===== src/rtl/fetch_pkg.sv =====
// Shared types and constants for the instruction-fetch stage.
package fetch_pkg;

    typedef enum logic [2:0] {
        IDLE,
        FETCH,
        HOLD,
        DRAIN,
        HALTED
    } fetch_state_t;

    localparam logic [15:0] INSTR_NOP        = 16'h0000;
    localparam logic [15:0] DEFAULT_RESET_PC = 16'h0000;

    // Instructions are 2 bytes; the sum wraps silently at 16 bits.
    function automatic logic [15:0] pc_plus2(input logic [15:0] pc);
        return pc + 16'd2;
    endfunction

endpackage


===== src/rtl/sat_counter16.sv =====
// 16-bit event counter that sticks at all-ones instead of wrapping.
module sat_counter16 (
    input  logic        clk,
    input  logic        rst,
    input  logic        i_en,
    output logic [15:0] o_count
);

    logic [15:0] r_count;

    always_ff @(posedge clk or posedge rst) begin
        if (rst)
            r_count <= '0;
        else if (i_en && (r_count != 16'hFFFF))
            r_count <= r_count + 16'd1;
    end

    assign o_count = r_count;

endmodule


===== src/rtl/fetch_unit.sv =====
// Instruction-fetch stage: PC register, imem handshake, IF/ID register, stall/flush/halt.
// Optional performance counters are built when FETCH_PERF_EN is defined.
module fetch_unit
    import fetch_pkg::*;
#(
    parameter logic [15:0] RESET_PC = DEFAULT_RESET_PC
) (
    input  logic        clk,
    input  logic        rst,
    output logic [15:0] pc_cur,
    input  logic [15:0] pc_next,
    input  logic        halt,
    input  logic        stall,
    input  logic        flush,
    input  logic [15:0] flush_pc,
    output logic        imem_req,
    output logic [15:0] imem_addr,
    input  logic        imem_ack,
    input  logic [15:0] imem_rdata,
    output logic        ifid_valid,
    output logic [15:0] ifid_instr,
    output logic [15:0] ifid_pc2,
    output logic        halted,
    output logic [15:0] perf_fetches,
    output logic [15:0] perf_stalls
);

    fetch_state_t r_state, w_state_nxt;
    logic [15:0]  r_pc, w_pc_nxt;
    logic [15:0]  r_req_addr, w_ra_nxt;
    logic [15:0]  r_hold, w_hold_nxt;
    logic         r_ifid_valid, w_ifid_valid_nxt;
    logic [15:0]  r_ifid_instr, w_ifid_instr_nxt;
    logic [15:0]  r_ifid_pc2, w_ifid_pc2_nxt;
    logic         w_accept;
    logic [15:0]  w_word;
    logic         w_req;

    always_ff @(posedge clk or posedge rst) begin
        if (rst) begin
            r_state      <= IDLE;
            r_pc         <= RESET_PC;
            r_req_addr   <= RESET_PC;
            r_hold       <= INSTR_NOP;
            r_ifid_valid <= 1'b0;
            r_ifid_instr <= INSTR_NOP;
            r_ifid_pc2   <= '0;
        end else begin
            r_state      <= w_state_nxt;
            r_pc         <= w_pc_nxt;
            r_req_addr   <= w_ra_nxt;
            r_hold       <= w_hold_nxt;
            r_ifid_valid <= w_ifid_valid_nxt;
            r_ifid_instr <= w_ifid_instr_nxt;
            r_ifid_pc2   <= w_ifid_pc2_nxt;
        end
    end

    always_comb begin
        w_state_nxt = r_state;
        w_pc_nxt    = r_pc;
        w_ra_nxt    = r_req_addr;
        w_hold_nxt  = r_hold;
        w_accept    = 1'b0;
        w_word      = imem_rdata;
        w_req       = 1'b0;

        case (r_state)
            IDLE: begin
                w_state_nxt = FETCH;
                w_pc_nxt    = flush ? flush_pc : r_pc;
                w_ra_nxt    = flush ? flush_pc : r_pc;
            end
            FETCH: begin
                w_req = 1'b1;
                if (imem_ack && flush) begin
                    w_pc_nxt = flush_pc;
                    w_ra_nxt = flush_pc;
                end else if (imem_ack && stall) begin
                    w_hold_nxt  = imem_rdata;
                    w_state_nxt = HOLD;
                end else if (imem_ack) begin
                    w_accept = 1'b1;
                end else if (flush) begin
                    // The old request stays on the bus until memory answers it.
                    w_pc_nxt    = flush_pc;
                    w_state_nxt = DRAIN;
                end
            end
            HOLD: begin
                if (flush) begin
                    w_pc_nxt    = flush_pc;
                    w_ra_nxt    = flush_pc;
                    w_state_nxt = FETCH;
                end else if (!stall) begin
                    w_accept = 1'b1;
                    w_word   = r_hold;
                end
            end
            DRAIN: begin
                w_req = 1'b1;
                if (flush)
                    w_pc_nxt = flush_pc;
                if (imem_ack) begin
                    w_state_nxt = FETCH;
                    w_ra_nxt    = flush ? flush_pc : r_pc;
                end
            end
            HALTED: ;
            default: w_state_nxt = IDLE;
        endcase

        if (w_accept) begin
            if (halt) begin
                w_state_nxt = HALTED;
            end else begin
                w_pc_nxt    = pc_next;
                w_ra_nxt    = pc_next;
                w_state_nxt = FETCH;
            end
        end

        w_ifid_valid_nxt = r_ifid_valid;
        w_ifid_instr_nxt = r_ifid_instr;
        w_ifid_pc2_nxt   = r_ifid_pc2;
        if (r_state != HALTED) begin
            if (w_accept) begin
                w_ifid_valid_nxt = 1'b1;
                w_ifid_instr_nxt = w_word;
                w_ifid_pc2_nxt   = pc_plus2(r_pc);
            end else if (flush) begin
                w_ifid_valid_nxt = 1'b0;
                w_ifid_instr_nxt = INSTR_NOP;
            end else if (!stall) begin
                w_ifid_valid_nxt = 1'b0;
            end
        end
    end

    assign pc_cur     = r_pc;
    assign imem_req   = w_req;
    assign imem_addr  = r_req_addr;
    assign ifid_valid = r_ifid_valid;
    assign ifid_instr = r_ifid_instr;
    assign ifid_pc2   = r_ifid_pc2;
    assign halted     = (r_state == HALTED);

`ifdef FETCH_PERF_EN
    logic w_stall_cnt_en;
    assign w_stall_cnt_en = stall && (r_state != HALTED);

    sat_counter16 u_cnt_fetch (
        .clk     (clk),
        .rst     (rst),
        .i_en    (w_accept),
        .o_count (perf_fetches)
    );

    sat_counter16 u_cnt_stall (
        .clk     (clk),
        .rst     (rst),
        .i_en    (w_stall_cnt_en),
        .o_count (perf_stalls)
    );
`else
    assign perf_fetches = '0;
    assign perf_stalls  = '0;
`endif

endmodule


===== config.mk =====
export PLATFORM = sky130hd
export DESIGN_NAME = fetch_unit
export DESIGN_NICKNAME = d
export VERILOG_FILES = /design/src/rtl/fetch_pkg.sv /design/src/rtl/sat_counter16.sv /design/src/rtl/fetch_unit.sv
export SDC_FILE = /design/constraint.sdc
export NUM_CORES = 1
export LEC_CHECK = 0
export CORE_ASPECT_RATIO = 0.5
export CORE_MARGIN = 2
export CORE_UTILIZATION = 47
export DETAILED_ROUTE_END_ITERATION = 7
export PLACE_DENSITY = 0.8
export SLEW_MARGIN = 0
export SYNTH_ARGS = -nofsm -noshare
export SYNTH_HDL_FRONTEND = slang
export SYNTH_HIERARCHICAL = 1
export SYNTH_SLANG_ARGS = --single-unit

===== constraint.sdc =====
create_clock -name clk -period 3.45 [get_ports clk]
set_clock_uncertainty 0.15 [all_clocks]
set_input_delay 0.69 -clock clk [delete_from_list [all_inputs] [get_ports clk]]
set_output_delay 0.69 -clock clk [all_outputs]
set_load 0.005 [all_outputs]

==> impl_metrics.csv <==
group,metric,value,unit
power_and_ir_drop,p_per_area,721,nW/µm²
logic_synthesis,ys_types,45,
floorplan,ios,153,
clock_network,clk_pin_slew_worst_paths,0.06,ns
logic_synthesis,ys_sh_aoi,18.9,%
floorplan,dieArea,10700,µm²
status,status,"complete, no violations",
logic_synthesis,synth_area,4640,µm²
logic_synthesis,muxShareOfSynthArea,11.4,%
drt,finalWirelength,11800,µm
sta,timing.hold.ws,0.325,ns
power_and_ir_drop,ir_drop,0.000382,V
floorplan,core,9510,µm²
critical_path,reg2reg_from,"r_state[0]",
grt,grt_overflow,0,
placed_design,port_buffers,120,
drt,wl_per_cell,16.2,µm
floorplan,die_x,145,µm
sta,period_needed,2.91,ns
grt,antenna_found_initial,0,
power_and_ir_drop,p_total,4440,µW
min_path,hold_class,"register to register",
logic_synthesis,synth.comb.largest_family,"AND-OR/OR-AND gates",
drt,wl_met1,5030,µm
logic_synthesis,top_area_cell,"dfrtp_1",
min_path,whs_endpoint,"ifid_instr[12]",
critical_path,start_kind,"register",
sta,final_max_slew_viol_count,0,
drt,ant_nets,0,
sta,clock.fmax,344,MHz
logic_synthesis,ys_seq_share,45.3,%
sta,relSlewSlack,38.2,%
clock_network,cts_tree,"yes",
min_path,hp-start,"ifid_instr[12]",
sta,rsz0062_at_grt,"false",
clock_network,clock_latency,0.34,ns
kinds of logic after synthesis:
kind of cell | count (synthesis)
AND-OR/OR-AND | 139
AND/OR/NAND/NOR | 124
flip-flops | 84
buffers and inverters | 68
multiplexers | 49
XOR/XNOR | 13
adder cells (fa/ha/maj) | 1
other | 1
sequential cells by signal, indices dropped and copies added, names as in the netlist:
register    flops
ifid_instr     16
ifid_pc2       16
imem_addr      16
pc_cur         16
ifid_valid      1
r_hold         16
r_state         3
routing by layer:
metal,GRT usage (%),up-vias
met1,29.9,1947
met2,41.1,178
li1,-,1851
met3,5.22,14
met5,0,-
met4,5.93,0
layout make-up:
type,instances,area (µm²)
Inverter,5,20.0
Tap cell,135,169
Clock buffer,9,225
Timing Repair Buffer,131,1300
Sequential cell,84,2100
Multi-Input combinational cell,358,2220
Fill cell,774,3360
Clock inverter,7,124
cell usage in the layout, fill, tap and decap left out, types with 10 or more instances in the layout:
master / instances
conb_1: 32
nor2_1: 20
a31oi_1: 18
buf_4: 10
a21oi_1: 31
clkdlybuf4s50_1: 120
nand2_1: 74
dfrtp_1: 84
o21ai_0: 63
mux2i_1: 17
mux2_2: 31
cell usage after synthesis (3+ instances only):
library cell	count
buf_6	5
clkbuf_1	10
buf_4	34
nor2b_1	5
nand3_1	5
buf_2	13
a221oi_2	9
a31oi_1	18
o21ai_0	63
nor2_1	20
nand2_1	74
a221oi_1	6
dfrtp_1	84
mux2_2	31
nand4_1	3
xor2_1	5
inv_1	5
a21oi_1	31
nand2b_1	3
xnor2_1	8
mux2i_1	17
through the flow:
step                area [µm²]  worst slack (ns)  std cells
finish                    6150             0.545        729
global route              6150             0.411        729
global placement          5800             0.683        713
floorplan                 4760             0.445        510
CTS                       6150             0.551        729
detailed placement        5800             0.596        713
where the power goes:
part	switching [µW]	total (µW)	internal, µW
Clock	398	1110	712
Sequential	302	1650	1350
Combinational	725	1680	952
Total	1420	4440	3010
worst max-delay path by stage:
stage | start | end | slack (ns)
global route | r_state[0] | halted | 0.41
floorplan | rst | ifid_instr[0] | 0.44
global placement | stall | ifid_instr[11] | 0.68
CTS | r_state[0] | halted | 0.55
finish | r_state[0] | halted | 0.54
detailed placement | stall | ifid_instr[4] | 0.60
worst max-delay path, stage by stage (launching register included):
cell,delay (ns)
dfrtp_1,0.68
nor2_1,0.25
and2_1,0.25
clkdlybuf4s50_1,0.55
### Drive-strength map

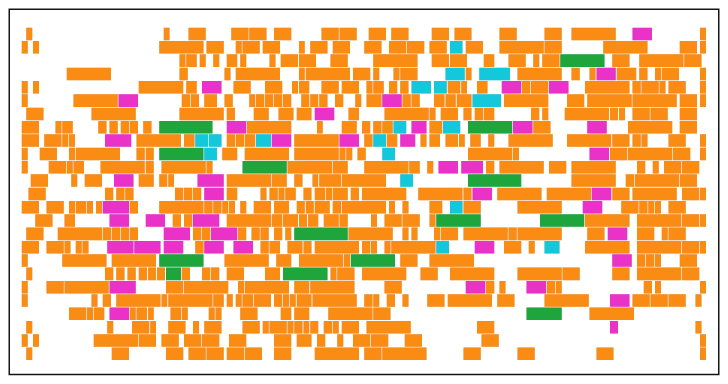
- cyan: x3 and x4 (cells 18; share 3.0%; most used buf_4)
- magenta: x2 (cells 45; share 7.6%; most used mux2_2)
- green: x6 and larger (cells 14; share 2.4%; most used clkbuf_16)
- orange: x1 and smaller (cells 517; share 87%; most used clkdlybuf4s50_1)

### Gate-type map

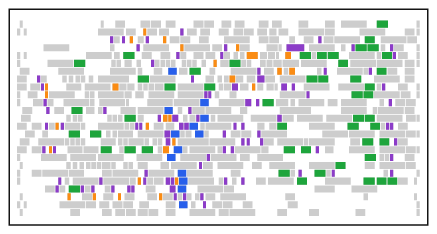
- green: mux cells (cells 49)
- purple: nand cells (cells 87; where spread over the die)
- orange: nor cells (cells 28)
- blue: xor and xnor cells (cells 13)

Power is estimated from default activity; no workload was simulated.
